<file path="src/rtl/instruction_encoder.sv">
`default_nettype none
// ============================================================================
// Module      : instruction_encoder
// Description : Loader-side instruction packer. Validates op/func/kind field
//               bundles against the ISA opcode map, packs legal bundles into
//               32-bit words and writes them sequentially into instruction
//               memory. Illegal bundles raise a one-cycle error pulse.
// Revision    : 1.0 - initial release
// ============================================================================
module instruction_encoder #(
  parameter int ADDR_W = 10
) (
  input  logic              clk,
  input  logic              rst_n,
  input  logic              i_start,
  input  logic [ADDR_W-1:0] i_base_addr,
  input  logic              i_finish,
  input  logic              i_in_valid,
  output logic              o_in_ready,
  input  logic [1:0]        i_kind,
  input  logic [5:0]        i_op,
  input  logic [5:0]        i_func,
  input  logic [4:0]        i_rs,
  input  logic [4:0]        i_rt,
  input  logic [4:0]        i_rd,
  input  logic [15:0]       i_imm,
  input  logic [25:0]       i_target,
  output logic              o_im_write,
  output logic [ADDR_W-1:0] o_im_addr,
  output logic [31:0]       o_im_data,
  output logic              o_err,
  output logic              o_done,
  output logic              o_full,
  output logic [ADDR_W:0]   o_word_count
);

  typedef enum logic [1:0] {
    S_IDLE  = 2'd0,
    S_RUN   = 2'd1,
    S_WRITE = 2'd2
  } state_t;

  localparam logic [ADDR_W-1:0] LAST_ADDR = '1;
  localparam logic [5:0]        OP_HALT   = 6'd24;

  state_t              r_state;
  state_t              w_next;
  logic [ADDR_W-1:0]   r_im_addr;
  logic [31:0]         r_im_data;
  logic                r_err;
  logic                r_done;
  logic                r_full;
  logic [ADDR_W:0]     r_word_count;
  logic                w_transfer;
  logic                w_legal;
  logic [31:0]         w_word;
  logic                w_halt;
  logic                w_last;

  // finish blocks acceptance in the same cycle so it always wins over data
  assign o_in_ready = (r_state == S_RUN) && !i_finish;
  assign w_transfer = i_in_valid && o_in_ready;
  // the strobe is decoded from state so an async reset drops it immediately
  assign o_im_write = (r_state == S_WRITE);
  // halt is recognised from the word already latched for writing
  assign w_halt     = (r_im_data[31:26] == OP_HALT);
  assign w_last     = (r_im_addr == LAST_ADDR);

  assign o_im_addr    = r_im_addr;
  assign o_im_data    = r_im_data;
  assign o_err        = r_err;
  assign o_done       = r_done;
  assign o_full       = r_full;
  assign o_word_count = r_word_count;

  // Field legality check and word packing for the incoming bundle
  always_comb begin
    w_legal = 1'b0;
    w_word  = 32'd0;
    case (i_kind)
      2'd0: begin
        w_legal = (i_op == 6'd0) && (i_func <= 6'd18);
        w_word  = {6'd0, i_rs, i_rt, i_rd, 5'd0, i_func};
      end
      2'd1: begin
        w_legal = ((i_op >= 6'd1) && (i_op <= 6'd21)) ||
                  (i_op == 6'd25) || (i_op == 6'd26) || (i_op == 6'd28);
        w_word  = {i_op, i_rs, i_rt, i_imm};
      end
      2'd2: begin
        w_legal = (i_op == 6'd22) || (i_op == 6'd23) || (i_op == 6'd24);
        w_word  = {i_op, i_target};
      end
      default: begin
        w_legal = 1'b0;
        w_word  = 32'd0;
      end
    endcase
  end

  // State register
  always_ff @(posedge clk or negedge rst_n) begin
    if (!rst_n) begin
      r_state <= S_IDLE;
    end else begin
      r_state <= w_next;
    end
  end

  // Next-state logic
  always_comb begin
    w_next = r_state;
    case (r_state)
      S_IDLE: begin
        if (i_start) begin
          w_next = S_RUN;
        end
      end
      S_RUN: begin
        if (i_finish) begin
          w_next = S_IDLE;
        end else if (w_transfer && w_legal) begin
          w_next = S_WRITE;
        end
      end
      S_WRITE: begin
        if (w_halt || w_last) begin
          w_next = S_IDLE;
        end else begin
          w_next = S_RUN;
        end
      end
      default: w_next = S_IDLE;
    endcase
  end

  // Datapath: address/data/count registers and one-cycle status pulses
  always_ff @(posedge clk or negedge rst_n) begin
    if (!rst_n) begin
      r_im_addr    <= '0;
      r_im_data    <= '0;
      r_err        <= 1'b0;
      r_done       <= 1'b0;
      r_full       <= 1'b0;
      r_word_count <= '0;
    end else begin
      r_err  <= 1'b0;
      r_done <= 1'b0;
      case (r_state)
        S_IDLE: begin
          if (i_start) begin
            r_im_addr    <= i_base_addr;
            r_word_count <= '0;
            r_full       <= 1'b0;
          end
        end
        S_RUN: begin
          if (i_finish) begin
            r_done <= 1'b1;
          end else if (w_transfer) begin
            if (w_legal) begin
              r_im_data <= w_word;
            end else begin
              r_err <= 1'b1;
            end
          end
        end
        S_WRITE: begin
          r_word_count <= r_word_count + (ADDR_W+1)'(1);
          if (w_halt) begin
            r_done <= 1'b1;
          end else if (w_last) begin
            // no wrap: park on the last address and report full
            r_full <= 1'b1;
            r_done <= 1'b1;
          end else begin
            r_im_addr <= r_im_addr + ADDR_W'(1);
          end
        end
        default: ;
      endcase
    end
  end

endmodule
`default_nettype wire

</file>
<file path="config.mk">
export PLATFORM = sky130hd
export DESIGN_NAME = instruction_encoder
export DESIGN_NICKNAME = d
export VERILOG_FILES = /design/src/rtl/instruction_encoder.sv
export SDC_FILE = /design/constraint.sdc
export NUM_CORES = 1
export LEC_CHECK = 0
export ABC_AREA = 1
export CAP_MARGIN = 20
export CORE_ASPECT_RATIO = 1.25
export CORE_UTILIZATION = 42
export DETAILED_ROUTE_END_ITERATION = 10
export PLACE_DENSITY = 0.81
export SYNTH_ARGS = -nofsm -noshare
export SYNTH_HDL_FRONTEND = slang
export SYNTH_SLANG_ARGS = --single-unit
</file>
<file path="constraint.sdc">
create_clock -name clk -period 2 [get_ports clk]
set_input_delay 0.5 -clock clk [delete_from_list [all_inputs] [get_ports clk]]
set_output_delay 0.5 -clock clk [all_outputs]
set_load 0.03 [all_outputs]
</file>
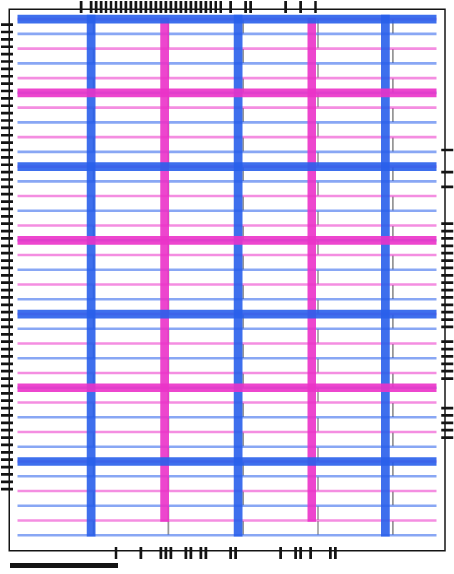
**Above:** supply network.
Scale bar: 20 um. Pins as bars on the die edge. Tap cells in grey.
| colour | net |
|---|---|
| blue | VSS |
| magenta | VDD |
met1 rails: 36
signal pins: 144
rows: 35
Die Width: 80.08 um
area inside the core boundary: 7357 um2

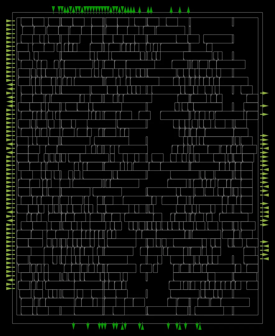
**Above:** placed standard cells.
final-layout fill cell count: 604
final instance count without filler cells: 684
count of sequential standard cells: 58
fraction of standard cell area that is sequential: 27.76%
Util after Layout: 71.07%

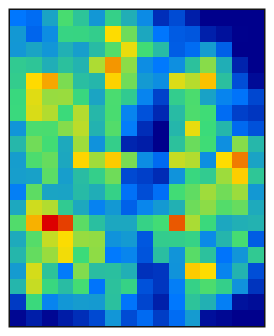
**Above:** signal metal coverage by tile.
The die is cut into 16 by 20 equal tiles; dark blue is low, red is high, scaled to the fullest tile. Values are wire area over tile area, all layers added.
mean over tiles: 0.19
emptiest ninth of the die: north-east
nearly empty tiles: 5.0%
tiles over half the peak: 29%
fullest tile: 0.50
routed length per placed instance: 13.93 um
WL final: 9.526 mm
via count: 3473
GRT Total Usage: 24.68%

==> impl_metrics.yaml <==
# synthesis and place-and-route metrics
status:
  run_status: "finished clean"
cts:
  cts_made_buffers: 9
  cts_setup_buffers: 0
  clock_tree.htree_level_count: 3
  maximum_buffer_depth_of_the_clock_tree: 2
  holdBufCountCts: 0
  post_cts.resized_instances: 1
  tritoncts_clock_tree: "built"
  cts-root-buf: "sky130_fd_sc_hd__clkbuf_8"
  clkTransAtPathRegs_ns: 0.06
  clock_latency_ns: 0.34
  clock_sink_count: 58
synth:
  synth.most_common_cell: "sky130_fd_sc_hd__nand2_1"
  mappedNetlistNets: 509
  syn_inst: 417
  synth_area_leader_cell: "sky130_fd_sc_hd__dfrtp_1"
  ys.flops: 58
  post_synth.cell_area_avg_um2: 7.675
  post_synth_and_or_nand_nor_area_fraction_pct: 28.58
  ys_sh_adder_pct: 2.346
  yosys.area_share.aoi_pct: 15.83
  mux_area_share_pct: 0
  post_synth_most_frequent_cells: "sky130_fd_sc_hd__nand2_1 (156), sky130_fd_sc_hd__dfrtp_1 (58), sky130_fd_sc_hd__inv_1 (27), sky130_fd_sc_hd__nor2_1 (26), sky130_fd_sc_hd__o21ai_0 (23)"
  number_of_flops_mapped_to_enable_cells_by_yosys: 0
  post_synth_num_cell_types: 32
  ys_cells: 417
  ys.warnings.count: 0
  synthTopLogicFamily: "simple AND/OR/NAND/NOR gates"
  ffs_w_async_s_r_synth_pct: 100.0
  netlist_top_cells_area: "sky130_fd_sc_hd__dfrtp_1 (45%), sky130_fd_sc_hd__nand2_1 (18%), sky130_fd_sc_hd__a22o_1 (4.4%)"
  syn_area_um2: 3201
finish:
  seq_area_um2: 1451
  clkCellAreaFrac_pct: 4.188
  lay_top_cells: "sky130_fd_sc_hd__nand2_1 (156), sky130_fd_sc_hd__clkdlybuf4s50_1 (129), sky130_fd_sc_hd__dfrtp_1 (58)"
  combGateArea_um2: 1597
  nets: 679
  inverters_non_clock: 30
  layout.non_clock_buffers: 175
  sh_comb_area_pct: 30.53
  antenna_cells: 0
  dominant_cells: "non-clock buffers"
  drive_gt1_share_pct: 12.84
  fin_area_um2: 5229
timing:
  report.final.slew_viol_count: 0
  finalClockSkew_ns: 0.005493
  setup_violations: 0
  worstMarginPinSlew_ns: 0.3597
  fin_tns_setup_ns: 0
  max-slew-margin-rel_pct: 75.94
  finalWorstPathRequiredPeriod_ns: 1.965
  fmax_ghz: 0.5089
routing:
  vias_per_cell: 5.077
  highest-signal-layer: "met4"
  drt_first_pass_iters: 4
  dr_wl_met3_um: 601
  routed-wl-met2_mm: 5.078
  drt.antenna.violating_nets: 0
run:
  cap_violations: 0
  stage_log_warnings: 30
setup_path:
  r2r_start: "r_state[0]"
  critical_path.max_fanout: 5
  startpoint_type: "flip-flop"
  critical-path-slowest-cell: "sky130_fd_sc_hd__clkdlybuf4s50_1"
  regToRegEndpoint: "o_word_count[8]"
  critical-path-top-delay-family: "buffers and inverters"
  worst-path-buf-inv: 1
  path_class: "flip-flop to output pin"
  worstPathArrival_ns: 1.47
  rr_worst_depth: 13
power:
  fraction_of_power_spent_switching_nets_pct: 40.79
  cellLeakagePower_nw: 2.520
  design_power_total_mw: 5.894
  share_seq_of_total_power_pct: 31.2
  clkPwrFrac_pct: 20.4
  switching_power_mw: 2.404
global_routing:
  global_route.overflow_total: 0
  grt_start_max_net_pins: 59
  use_met3_pct: 5.138
  grt_pass1_vias: 3284
  met2_usage_pct: 43.98
  antenna_found_initial: 0
  first_pass_grt_wire_length_mm: 15.05
place:
  placement.setup.worst_slack_ns: -0.3542
  numPortBuffers: 143
  detail_placement_hpwl_mm: 7.090
  placedCellCount: 664
  detailed_place.area_um2: 4897
  finalWeightedCongestion: 0.9142
floorplanning:
  floorplan.io_pins: 144
  tapCellCount: 92
  initial_core_util_pct: 43.50
  rows: 35
No activity file was given, so power comes from the tool's default toggle rates.
